`src/rtl/irq_pkg.sv`:
```
// irq_pkg: shared FSM states and vector arithmetic for the vectored interrupt controller
package irq_pkg;
  typedef enum logic {IRQ_IDLE, IRQ_REQ} irq_state_e;
  function automatic logic [31:0] vec_of(input logic [31:0] base, input logic [31:0] stride,
                                         input logic [31:0] idx);
    return base + idx * stride;
  endfunction
endpackage

```
`src/rtl/irq_sync.sv`:
```
// irq_sync: per-bit 2-flop synchroniser with a one-cycle rising-edge pulse on the synchronised value
module irq_sync #(
  parameter int W = 4
) (
  input  logic         clk_i,
  input  logic         rst_ni,
  input  logic [W-1:0] d_i,
  output logic [W-1:0] s2_o,
  output logic [W-1:0] rise_o
);
  logic [W-1:0] s1_q, s2_q, s3_q;
  always_ff @(posedge clk_i or negedge rst_ni) begin
    if (!rst_ni) begin
      s1_q <= '0;
      s2_q <= '0;
      s3_q <= '0;
    end else begin
      s1_q <= d_i;
      s2_q <= s1_q;
      s3_q <= s2_q;
    end
  end
  assign s2_o   = s2_q;
  assign rise_o = s2_q & ~s3_q;
endmodule

```
`src/rtl/vec_irq_ctrl.sv`:
```
// vec_irq_ctrl: vectored priority interrupt controller with level/edge channels, mask,
// nested in-service tracking and a frozen-vector pending/ack handshake
module vec_irq_ctrl
  import irq_pkg::*;
#(
  parameter int              N_CH       = 4,
  parameter int              VEC_W      = 8,
  parameter logic [VEC_W-1:0] VEC_BASE  = 8'hF0,
  parameter int              VEC_STRIDE = 4,
  parameter logic [N_CH-1:0] EDGE_MASK  = {N_CH{1'b0}}
) (
  input  logic             g_clk,
  input  logic             g_clr,
  input  logic [N_CH-1:0]  ext_int,
  input  logic [N_CH-1:0]  mask_in,
  input  logic             mask_ld,
  input  logic             i_en,
  input  logic             i_ack,
  input  logic             eoi,
  output logic             i_pending,
  output logic [VEC_W-1:0] pc_out,
  output logic [N_CH-1:0]  isr_out
);
  localparam int IW = N_CH > 1 ? $clog2(N_CH) : 1;
  irq_state_e state_q, state_d;
  logic [N_CH-1:0] s2, rise, pend_q, pend_d, mask_q, isr_q, isr_d;
  logic [IW-1:0] idx_q, idx_d, cand_idx;
  logic [VEC_W-1:0] pc_q, pc_d;
  logic [31:0] vec_full;
  logic cand_vld, blocked, ack_fire;
  irq_sync #(.W(N_CH)) u_sync (
    .clk_i (g_clk),
    .rst_ni(g_clr),
    .d_i   (ext_int),
    .s2_o  (s2),
    .rise_o(rise)
  );
  // a channel is eligible only if no in-service bit sits at or above its priority
  always_comb begin
    cand_vld = 1'b0;
    cand_idx = '0;
    blocked  = 1'b0;
    for (int i = 0; i < N_CH; i++) begin
      blocked = blocked | isr_q[i];
      if (!cand_vld && !blocked && pend_q[i] && mask_q[i]) begin
        cand_vld = 1'b1;
        cand_idx = IW'(i);
      end
    end
  end
  assign vec_full = vec_of(32'(VEC_BASE), 32'(VEC_STRIDE), 32'(cand_idx));
  always_comb begin
    state_d  = state_q;
    idx_d    = idx_q;
    pc_d     = pc_q;
    ack_fire = 1'b0;
    if (state_q == IRQ_IDLE) begin
      if (i_en && cand_vld) begin
        state_d = IRQ_REQ;
        idx_d   = cand_idx;
        pc_d    = vec_full[VEC_W-1:0];
      end
    end else if (i_ack) begin
      state_d  = IRQ_IDLE;
      ack_fire = 1'b1;
    end
  end
  // eoi retires the lowest set bit before the acknowledged channel is marked in service
  always_comb begin
    isr_d = eoi ? isr_q & (isr_q - N_CH'(1)) : isr_q;
    if (ack_fire) isr_d[idx_q] = 1'b1;
    for (int i = 0; i < N_CH; i++)
      pend_d[i] = EDGE_MASK[i] ? rise[i] | (pend_q[i] & ~(ack_fire && idx_q == IW'(i))) : s2[i];
  end
  always_ff @(posedge g_clk or negedge g_clr) begin
    if (!g_clr) begin
      state_q <= IRQ_IDLE;
      idx_q   <= '0;
      pc_q    <= '0;
      pend_q  <= '0;
      mask_q  <= '0;
      isr_q   <= '0;
    end else begin
      state_q <= state_d;
      idx_q   <= idx_d;
      pc_q    <= pc_d;
      pend_q  <= pend_d;
      mask_q  <= mask_ld ? mask_in : mask_q;
      isr_q   <= isr_d;
    end
  end
  assign i_pending = state_q == IRQ_REQ;
  assign pc_out    = pc_q;
  assign isr_out   = isr_q;
endmodule

```
`config.mk`:
```
export PLATFORM = sky130hd
export DESIGN_NAME = vec_irq_ctrl
export DESIGN_NICKNAME = d
export VERILOG_FILES = /design/src/rtl/irq_pkg.sv /design/src/rtl/irq_sync.sv /design/src/rtl/vec_irq_ctrl.sv
export SDC_FILE = /design/constraint.sdc
export NUM_CORES = 1
export LEC_CHECK = 0
export CAP_MARGIN = 15
export CORE_AREA = 2 2 48 50
export CTS_CLUSTER_SIZE = 12
export DETAILED_ROUTE_END_ITERATION = 16
export DIE_AREA = 0 0 50 52
export GPL_ROUTABILITY_DRIVEN = 1
export PLACE_DENSITY_LB_ADDON = 0.12
export SLEW_MARGIN = 20
export SYNTH_ARGS = -nofsm -noshare
export SYNTH_HDL_FRONTEND = slang
export SYNTH_SLANG_ARGS = --single-unit
```
`constraint.sdc`:
```
create_clock -name g_clk -period 1.6 [get_ports g_clk]
set_clock_uncertainty 0.1 [all_clocks]
set_input_delay 0.48 -clock g_clk [delete_from_list [all_inputs] [get_ports g_clk]]
set_output_delay 0.48 -clock g_clk [all_outputs]
set_load 0.01 [all_outputs]
```
Figure 1. The metal 2 layer.
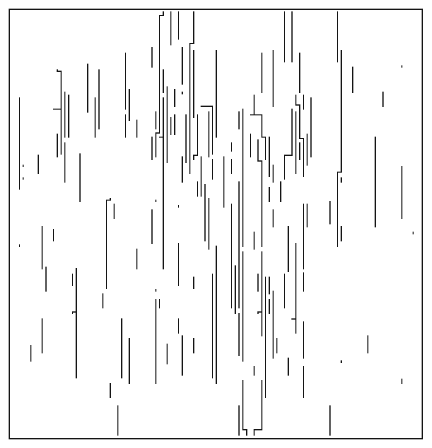
longest straight run	20.7 um
wire length on this layer	734 um
share of all routed wire	49%
main direction	vertical

Figure 2. Routing congestion.
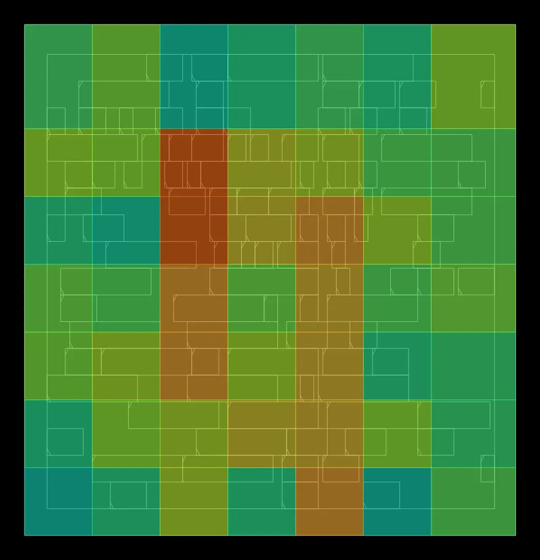
Most Crowded Layer GR: met2
GR Util All Layers: 13.4%
average routed wire per standard cell: 11.5 um

==> reports/metrics.csv <==
stage,metric,value,unit
status,outcome,"finished, final reports clean",
clocking,later-pin clock latency in the skew report,0.31,ns
clocking,H-Tree Depth,1,
floorplanning,Tap Cells,28,
synth,Yosys Chip Area,885,um2
cells_and_area,# diodes,0,
placed_design,detailed placement HPWL,1.10,mm
placed_design,DP Area,1180,um2
detailed_routing,met1 WL,660,um
cells_and_area,Layout Cells excl Fill,131,
global_route,met2 usage,20.8,%
cells_and_area,fin util,60.8,%
clocking,CTS tree,built,
detailed_routing,top sig layer,met4,
worst_setup_path,Worst Path Buf+Inv,2,
cells_and_area,highest-count logic cell in the final layout,dfrtp_1,
cells_and_area,layout cell share with drive strength beyond 1,30.1,%
worst_setup_path,CP Launch Type,register,
synth,Post-synth area hogs,"dfrtp_1 (68%), mux2_2 (5.1%), buf_4 (4.2%)",
cells_and_area,flip-flops,24,
power,Max rail drop VDD,856,uV
detailed_routing,Detailed Route WL,1.51,mm
global_route,first-pass GRT wire length,2.51,mm
floorplanning,chip area,2600,um2
placed_design,Place WS,-0.0160,ns
worst_setup_path,Crit path required time,1.02,ns
synth,XOR/XNOR Fraction of Synth Area,0,%
global_route,largest net degree at the start of global routing,25,
clocking,Clock Tree Root,clkbuf_4,
worst_setup_path,start of the worst register-to-register path,isr_out[0],
synth,tally of yosys warning messages,0,
timing,final worst-path cycle share,98.9,%
timing,WHS,0.264,ns
clocking,Post-CTS Setup Repair Bufs,6,
synth,cell count after synthesis,66,
cells_and_area,Total Nets Final,118,
power,clock network power,0.432,mW
synth,Top logic family,AND-OR/OR-AND gates,
synth,Yosys Instances,66,
worst_setup_path,"Data arrival, critical path",1.00,ns
worst_setup_path,crit end category,output pin,
synth,Synth Cell Area,885,um2
clocking,clk slew on worst S/H paths,0.13,ns
timing,final hold viol count,0,
power,Sw Pwr,0.487,mW
worst_setup_path,critical path type,reg -> out,
detailed_routing,Vias,610,
detailed_routing,via/cell ratio,4.66,
cells_and_area,Leading cell kind,flip-flops and latches,
worst_setup_path,Setup crit start,pc_out[6],
clocking,CTS Buffer Depth,2,
floorplanning,Die Span Y,52,um
placed_design,GP Congestion,0.792,
timing,setup tns final,0,ns
hold_path,hold_sp,u_sync.s2_o[2],
detailed_routing,met2 routed WL,733,um
timing,fin. max-slew vios,0,
synth,Flops after synth,24,
job,tool warnings,27,
power,switching part of the total,27.2,%
floorplanning,Floorplan Utilization,42.0,%
cells_and_area,fill count,178,
synth,top cells by count,"dfrtp_1 (24), buf_4 (5), nand2_1 (5)",
worst_setup_path,crit-path leading delay family,flip-flops,
cells_and_area,#MultiIn Comb,34,
power,clock group share of total power,24.1,%
worst_setup_path,Worst Path Max Fanout,3,
Figure 3. Cells by drive strength.
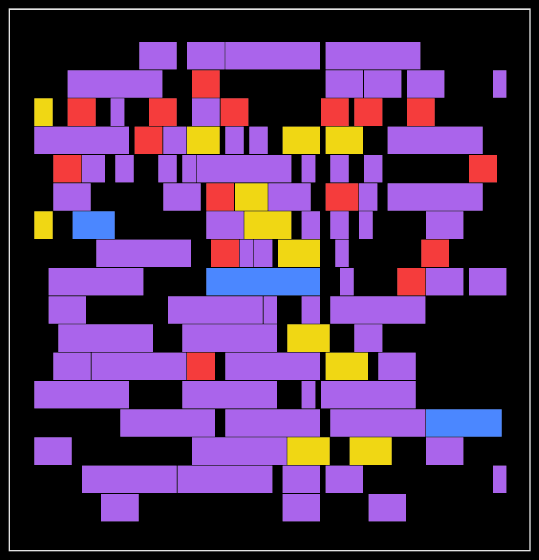
size	color	cells	share
_0 and _1 cells	purple	72	70%
_6 and larger	blue	3	2.9%
_2 cells	yellow	12	12%
_3 and _4 cells	red	16	16%
Non-clk bufs: 37
worst setup margin: 0.0179 ns
Layout area overhead: 44.7%
Finished Cell Area: 1280 um2

==> flip-flops by register name (all words and copies together), names as in the netlist <==
| signal | cells |
|---|---|
| mask_q | 4 |
| u_sync.s1_q | 4 |
| isr_out | 4 |
| u_sync.s2_o | 4 |
| pc_out | 2 |
| pend_q | 4 |
| idx_q | 1 |
| i_pending | 1 |
==> final timing paths <==
| check | to | slack (ns) | cells past startpoint |
|---|---|---|---|
| worst max-delay path | pc_out[4] | 0.02 | 2 |
| worst min-delay path | pend_q[2] | 0.26 | 0 |
| worst max register to register | idx_q[0] | 0.15 | 5 |
| worst min register to register | pend_q[2] | 0.26 | 0 |
| max in group asynchronous | pc_out[3] | 0.87 | 2 |
| min in group asynchronous | mask_q[2] | 0.40 | 2 |
No activity file was given, so power comes from the tool's default toggle rates.
